Fig. 1: run 1, signal wires on met3
Scale: 2 px per um.
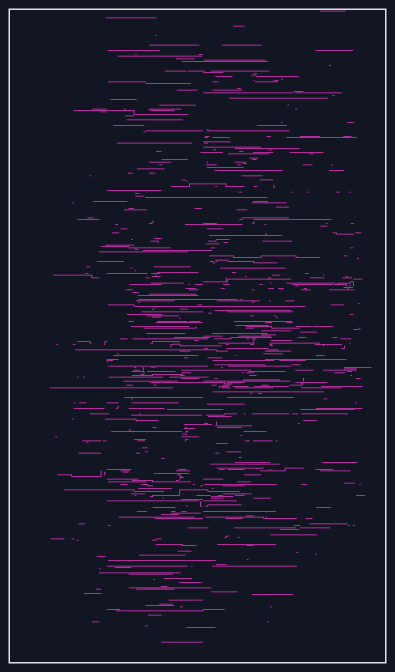
Fig. 2: run 1, sequential cells colored by netlist name
Scale: 1.5 px per um.
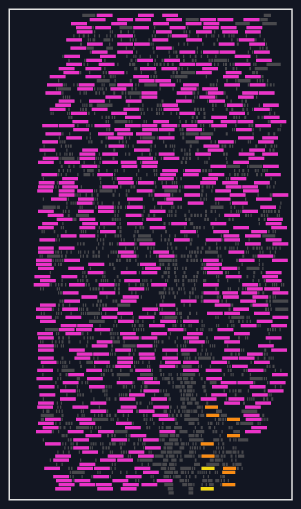
Fig. 3: run 1, the clock network
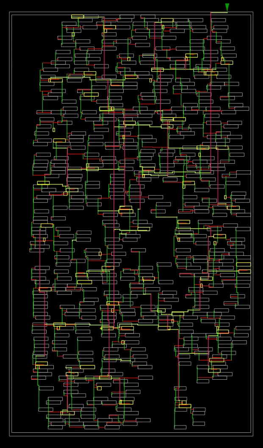
File: src/rtl/move_stack.sv
// LIFO of DATA_W-bit move codes with push/pop/replace, synchronous clear and registered pop data.
// Optional sticky ovf/udf error flags are built when MOVE_STACK_ERR_EN is defined.
module move_stack #(
  parameter int DATA_W = 2,
  parameter int DEPTH  = 256
) (
  input  logic              clk,
  input  logic              rst,
  input  logic              push,
  input  logic              pop,
  input  logic              init,
  input  logic [DATA_W-1:0] data_in,
  output logic [DATA_W-1:0] data_out,
  output logic              full,
`ifdef MOVE_STACK_ERR_EN
  output logic              ovf,
  output logic              udf,
`endif
  output logic              empty
);
  localparam int AW = $clog2(DEPTH);

  logic [AW:0]       sp;
  logic [DATA_W-1:0] mem [DEPTH];
  logic [AW-1:0]     top;
  logic              wr_en, rd_en, sp_inc, sp_dec;
  logic [AW-1:0]     wr_addr;

  assign full  = (sp == (AW+1)'(DEPTH));
  assign empty = (sp == '0);
  // Low bits of sp are 0 when full, so subtracting 1 lands on DEPTH-1.
  assign top   = sp[AW-1:0] - AW'(1);

  always_comb begin
    wr_en   = 1'b0;
    rd_en   = 1'b0;
    sp_inc  = 1'b0;
    sp_dec  = 1'b0;
    wr_addr = sp[AW-1:0];
    if (!init) begin
      if (push && pop && !empty) begin
        // Replace the top entry; legal even when full.
        rd_en   = 1'b1;
        wr_en   = 1'b1;
        wr_addr = top;
      end else if (push && !full) begin
        wr_en  = 1'b1;
        sp_inc = 1'b1;
      end else if (pop && !push && !empty) begin
        rd_en  = 1'b1;
        sp_dec = 1'b1;
      end
    end
  end

  always_ff @(posedge clk or negedge rst) begin
    if (!rst) begin
      sp       <= '0;
      data_out <= '0;
    end else if (init) begin
      sp <= '0;
    end else begin
      if (rd_en)  data_out <= mem[top];
      if (sp_inc) sp <= sp + (AW+1)'(1);
      if (sp_dec) sp <= sp - (AW+1)'(1);
    end
  end

  always_ff @(posedge clk) begin
    if (wr_en) mem[wr_addr] <= data_in;
  end

`ifdef MOVE_STACK_ERR_EN
  always_ff @(posedge clk or negedge rst) begin
    if (!rst) begin
      ovf <= 1'b0;
      udf <= 1'b0;
    end else if (init) begin
      ovf <= 1'b0;
      udf <= 1'b0;
    end else begin
      if (push && !pop && full)  ovf <= 1'b1;
      if (pop && !push && empty) udf <= 1'b1;
    end
  end
`endif
endmodule

File: config.mk
export PLATFORM = sky130hd
export DESIGN_NAME = move_stack
export DESIGN_NICKNAME = d
export VERILOG_FILES = /design/src/rtl/move_stack.sv
export SDC_FILE = /design/constraint.sdc
export NUM_CORES = 1
export LEC_CHECK = 0
export ABC_AREA = 1
export CORE_ASPECT_RATIO = 1.75
export CORE_MARGIN = 1.5
export CORE_UTILIZATION = 39
export DETAILED_ROUTE_END_ITERATION = 7
export GPL_ROUTABILITY_DRIVEN = 0
export GPL_TIMING_DRIVEN = 0
export PLACE_DENSITY = 0.5
export SLEW_MARGIN = 20
export SYNTH_ARGS = -nofsm -noshare
export SYNTH_HDL_FRONTEND = slang
export SYNTH_SLANG_ARGS = --single-unit
File: constraint.sdc
create_clock -name clk -period 4.2 [get_ports clk]
set_input_delay 0.84 -clock clk [delete_from_list [all_inputs] [get_ports clk]]
set_output_delay 0.84 -clock clk [all_outputs]
set_load 0.01 [all_outputs]
==> run notes, run 1 <==
flow finished, numbers: bufs w/o clock 156, metal3 WL roughly 6.4 mm, worst vdd ir 0.504 mV, die width ~190 um, yosys xor share less than 1%, Cell area leaders edfxtp_1 66%, nor2_1 8.5%, nand2_1 8.1%, DRC 0, Slowest Stage Delay on Critical Path roughly 0.4 ns, WHS around 0.48 ns, Setup Buffers After CTS 1, Worst setup SP type flop, DRT iter0 DRCs approximately 2100, area leader, netlist edfxtp_1, Leading cell kind sequential cells, Total GRT Usage 32.1%, top sig layer met4, comb area leader simple AND/OR/NAND/NOR gates, Overall Power about 21 mW, Rows 118, Metal-1 WL 34.1 mm, Routed WL per cell just over 30 um, # nets final 2387, Post-CTS Hold Fix Bufs 0, share of layout cells above drive strength 1 between 10% and 20%, antenna fix cells 0, Slew HR between 10% and 20%, Top-area cell share between 60% and 70%, worst-path maximum fanout 15, mean post-synth cell area 10.1 sq um, MaxCap Viol Count 0, top cells by count 528 x nor2_1, 512 x edfxtp_1, 502 x nand2_1, Yosys Warn Count 0, Die Height roughly 330 um, vias in the first global route 18100, Multi-In Gates approximately 1500, Crit path top cell by count nand3_1, Cell Type Count 30, logic share of the area 26.1%, Post-DP HPWL between 60 and 70 mm, Final Hold Vio Count 0, number of flip-flops in the largest register between 500 and 600, initial antenna violation count 0, Worst EP required 4.69 ns, tool warning count 32, Tapcells between 700 and 800, Post-synth seq share 67.3%, family with the most delay on the worst path buffers and inverters, worst setup path category flop to flop, PortBufs 10, and-or/or-and share of the synthesized area ~3.5%, pre-CTS worst setup slack -1.55 ns, Least-Margin Pin Slew ~1.2 ns, Dominant flop cell edfxtp_1, dpl cells roughly 3100, CP Buf/Inv Count 6, Routed WL approximately 98 mm, NonClk Buf Share just under 4%, Yosys top cell by instances nor2_1, vias around 18000, post-synthesis async set-or-reset flop share under 10%, adder share 0.571%, crit path DAT between 4 and 5 ns, nonclk inv count 106, CTS root buffer clkbuf_16, first drt pass iteration count 8, CTS tree done, most frequent logic cell in the layout nor2_1, GR Util met3 between 4 and 5%, Finished Layout Cells 3189, Late-Pin Clk Latency about 0.61 ns, Final Setup Violations 0, Pwr per Cell Area 777 nW/um^2, Flop Count 523, H-tree depth 2, wire length on met2 ~49 mm, Net Count, Synth about 2300, HP Class flop to flop, yosys stat cell total ~2300, GR peak layer met2, DP Area 24500 sq um, Worst-path clk slew 0.06 ns, flip-flops with a built-in enable 512, Top Layout Cells 519 x nor2_1, 512 x edfxtp_1, 494 x nand2_1, 289 x nand3_1, 134 x o21ai_0, Yosys reg bits around 520, mux frac, synth 0%, FP Util between 30% and 40%, status complete, no violations, mapped cell area 23200 sq um, IO Count 11, Synth Area in Simple Gates between 20% and 30%, RSZ-0062 raised after global routing no, Final Cycle Share 98.3%, met2 Use GR between 50 and 60%, post-DR vias/cell around 5.7, Max Slew Vio Count 0, largest net degree at the start of global routing roughly 120, core region area a little under 60000 sq um, CP cell instances buf_4 > inv_4 > buf_6 > clkbuf_8 > ha_1 > xor2_1 > buf_4 > clkbuf_4 > nand3_1 > nand3_1 > nand3_1 > nand3_1 > nand3_1 > nand3_1 > nand2_1 > nand2_1 > nand2_1, cell area after layout 26700 sq um, number of gates resized after CTS about 160, first-pass GRT wire length roughly 140 mm, Post-DRT Antenna Nets 0, Chip Area just over 60000 sq um, Layout clock area frac 6.01%, grt met1 use 35.9%, grt ovf 0, Largest regs mem: 512 flops, sp: 9 flops, data_out: 2 flops, Crit. End Element flop, Tmin final 4.13 ns, final setup margin between 0.07 and 0.08 ns, clk buf depth 3, Sum Neg Setup Slack 0 ns, total leakage power 9.77 nW, Area growth syn-to-layout 14.7%
Notes on Fig. 1 above:
wire length on this layer: 6360 um
nets with wire on the layer: 240

Notes on Fig. 2 above:
| signal | color | placed flops |
|---|---|---|
| `data_out` | yellow | 2 |
| `mem` | magenta | 512 |
| `sp` | orange | 9 |
Reg area: 15700 sq um
seq pwr: 5.85 mW
final core occ: 45.1%
flop share of the area: 58.7%

Notes on Fig. 3 above:
clk_skew: 0.0174 ns
Layout clock buffers: 59
Clock Sinks: 523
CTS buffer count: 49

run 1: worst paths after layout:
kind,start,endpoint,depth (start not counted)
setup / recovery,sp[0],data_out[0],17
hold / removal,data_out[0],data_out[0],2
setup reg to reg,sp[0],data_out[0],17
hold reg to reg,data_out[0],data_out[0],2
max in group asynchronous,rst,sp[7],1
min in group asynchronous,rst,sp[6],1
run 1: cell families (layout without fill, tap and decap cells):
kind of cell	after synthesis	in the layout
AND/OR/NAND/NOR	1358	1358
flip-flops	523	523
AND-OR/OR-AND	155	155
buffers and inverters	245	352
XOR/XNOR	11	11
adder cells (fa/ha/maj)	10	10
run 1: where the power goes:
group          switching, mW  internal, mW  leakage, nW  total [mW]
registers             0.0560          5.80         4.75        5.85
clock network           2.06          2.55        0.784        4.62
logic                   7.89          2.34         4.24        10.2
Fig. 4: run 1, wiring heat map
Scale: 1.5 px per um. The die is cut into 19 by 33 equal tiles; black is low, pale yellow is high, scaled to the fullest tile. Values are wire area over tile area, all layers added.
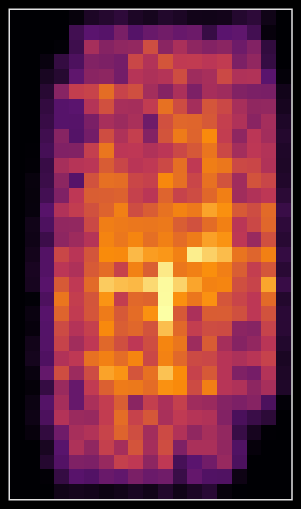

## Run 2: what changed since run 1
--- a/config.mk
+++ b/config.mk
@@ -6,6 +6,7 @@
 export NUM_CORES = 1
 export LEC_CHECK = 0
 export ABC_AREA = 1
+export CAP_MARGIN = 20
 export CORE_ASPECT_RATIO = 1.75
 export CORE_MARGIN = 1.5
 export CORE_UTILIZATION = 39
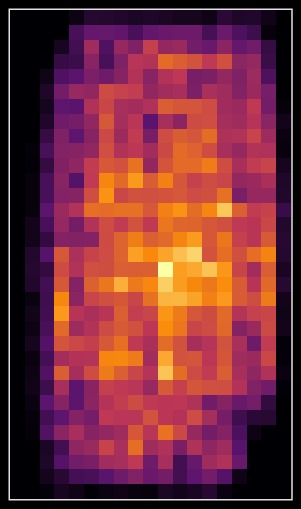
Fig. 5. Wiring heat map (run 2).
Scale: 1.5 px per um. The die is cut into 19 by 33 equal tiles; black is low, pale yellow is high, scaled to the fullest tile. Values are wire area over tile area, all layers added.
densest ninth of the die: center
mean over tiles: 0.27
nearly empty tiles: 14%
emptiest ninth of the die: north-west
fullest tile: 0.74
Total GRT Usage: 32.0%
Routed WL: 98.0 mm

==> run 2 against run 1 <==
Effect of this change:
- area after synthesis is the same
- combinational power grew 4%
- register-to-register slack gained 0.03 ns
- clock skew grew 0.0073 ns
- final area grew 1.1%
==> run notes, run 2 <==
flow finished, numbers: initial antenna violation count 0 (unchanged), grt ovf 0 (unchanged), cell area after layout 26900 sq um (+1.1%), seq pwr 5.86 mW (about the same), Area growth syn-to-layout 15.9%, Sum Neg Setup Slack 0 ns (unchanged), worst setup path category flop to flop, bufs w/o clock 169 (+8.3%), Routed WL per cell 30.6 um (-0.62%), Post-synth seq share 67.3% (unchanged), Slowest Stage Delay on Critical Path 0.45 ns (+0.05 ns), crit path DAT 4.39 ns (-0.23 ns), Critical Path End mem[121][1], WHS 0.476 ns (-0.000434 ns), status complete, no violations, top cells by count 528 x nor2_1, 512 x edfxtp_1, 502 x nand2_1, flip-flops with a built-in enable 512 (unchanged), mux frac, synth 0% (unchanged), CTS buffer count 49 (unchanged), Largest regs mem: 512 flops, sp: 9 flops, data_out: 2 flops, tool warning count 31 (-3.1%), share of layout cells above drive strength 1 11.9% (+1.8 points), Layout clock area frac 5.65% (-0.37 points), and-or/or-and share of the synthesized area 3.48% (unchanged), # nets final 2400 (+0.54%), Top power group combinational logic, Tmin final 4.10 ns (-0.0251 ns), reg2reg start sp[0], nonclk inv count 106 (unchanged), HP Start data_out[0], logic share of the area 26.5% (+0.38 points), hold path depth 2 (unchanged), Die Height 326 um (unchanged), core region area 59100 sq um (unchanged), RR Endpoint mem[121][1], final core occ 45.6% (+0.49 points), CTS tree done, die width 188 um (unchanged), HP Class flop to flop, FP Util 39.4% (unchanged), Net Count, Synth 2319 (unchanged), Clock Sinks 523 (unchanged), first drt pass iteration count 8 (unchanged), Final Cycle Share 97.7% (-0.60 points), Worst setup SP type flop, yosys xor share 0.447% (unchanged), Cell area leaders edfxtp_1 66%, nor2_1 8.5%, nand2_1 8.1%, Synth Area in Simple Gates 24.0% (unchanged), IO Count 11 (unchanged), MaxCap Viol Count 0 (unchanged), CP Buf/Inv Count 9 (+3), register share of total power 28.1% (-0.2 points), clock distribution power 4.44 mW (-4%), Worst-path clk slew 0.07 ns (about the same), clk buf depth 3 (unchanged), Chip Area 61100 sq um (unchanged), worst-path maximum fanout 11 (-4), H-tree depth 2 (unchanged), Pwr per Cell Area 774 nW/um^2 (-0.38%), Multi-In Gates 1534 (unchanged), Cell Type Count 30 (unchanged), mapped cell area 23200 sq um (unchanged), dpl cells 3098 (+0.032%), mean post-synth cell area 10.1 sq um (unchanged), switching share of power 48.8% (+0.43 points), WP depth 14 (-3), total leakage power 9.84 nW (+0.66%), Comb. pwr 10.6 mW (+4%), Late-Pin Clk Latency 0.61 ns (about the same), Top Layout Cells 512 x edfxtp_1, 495 x nor2_1, 493 x nand2_1, 286 x nand3_1, 134 x o21ai_0, Crit. End Element flop, Post-DP HPWL 65.7 mm (-0.25%), vias 18200 (-0.16%), Least-Margin Pin Slew 1.35 ns (+0.143 ns), Crit. Startpoint sp[0], Post-CTS Hold Fix Bufs 0 (unchanged), number of gates resized after CTS 163 (+1.9%), post-synthesis async set-or-reset flop share 2.10% (unchanged), area leader, netlist edfxtp_1, most frequent logic cell in the layout edfxtp_1, vias in the first global route 18100 (+0.19%), worst vdd ir 0.489 mV (-2.8%), largest net degree at the start of global routing 117 (unchanged), DRC 0 (unchanged), DRT iter0 DRCs 2115 (-0.61%), Comb pwr share 50.6% (+1.2 points), DP Area 24500 sq um (about the same), flop share of the area 58.1% (-0.64 points), Max Slew Vio Count 0 (unchanged), RSZ-0062 raised after global routing no, CP cell instances buf_4 > inv_4 > buf_4 > buf_8 > clkbuf_8 > ha_1 > inv_1 > clkbuf_4 > o21ai_2 > inv_1 > nor2_4 > nand2_4 > clkbuf_8 > nor2_1, Rows 118 (unchanged), Yosys top cell by instances nor2_1, cells on worst reg2reg path 14 (-3), Top-area cell share 66.1% (unchanged), post-DR vias/cell 5.70 (-0.51%), Flop Count 523 (unchanged), Dominant flop cell edfxtp_1, Setup Buffers After CTS 2 (+1), Reg area 15700 sq um (unchanged), Switching Power 10.2 mW (+1.6%), Tapcells 780 (unchanged), Layout clock buffers 57 (-3.4%), Final Setup Violations 0 (unchanged), portion of total power attributed to the clock network 21.3% (-1.0 points), Leading cell kind sequential cells, clk_skew 0.0247 ns (+0.00732 ns)
## run 2: cell counts after synthesis
Identical to the previous run, type by type.
## run 2: layer usage
layer	share of wire, %	vias to the layer above	global-route usage [%]
met5	0	-	0
met4	8.9	0	24.0
met3	6.9	332	4.54
met2	50	945	55.2
met1	34	9048	35.7
li1	-	7924	-
## run 2: per-stage QoR
step / setup WS [ns] / total power [mW]
floorplan: 0.777 / 10.6
detailed placement: -1.59 / 15.4
global route: 0.00702 / 21.3
CTS: 0.0154 / 20.1
finish: 0.0970 / 20.8
global placement: -5.56 / 15.4
## run 2: cells by family after synthesis
| group | count (synthesis) |
|---|---|
| AOI/OAI and AO/OA | 155 |
| xor gates and xnor gates | 11 |
| adders and majority gates | 10 |
| buffers and inverters | 245 |
| DFF | 523 |
| and+or+nand+nor | 1358 |
Power figures rest on the tool's default switching activity, not on a simulated workload.
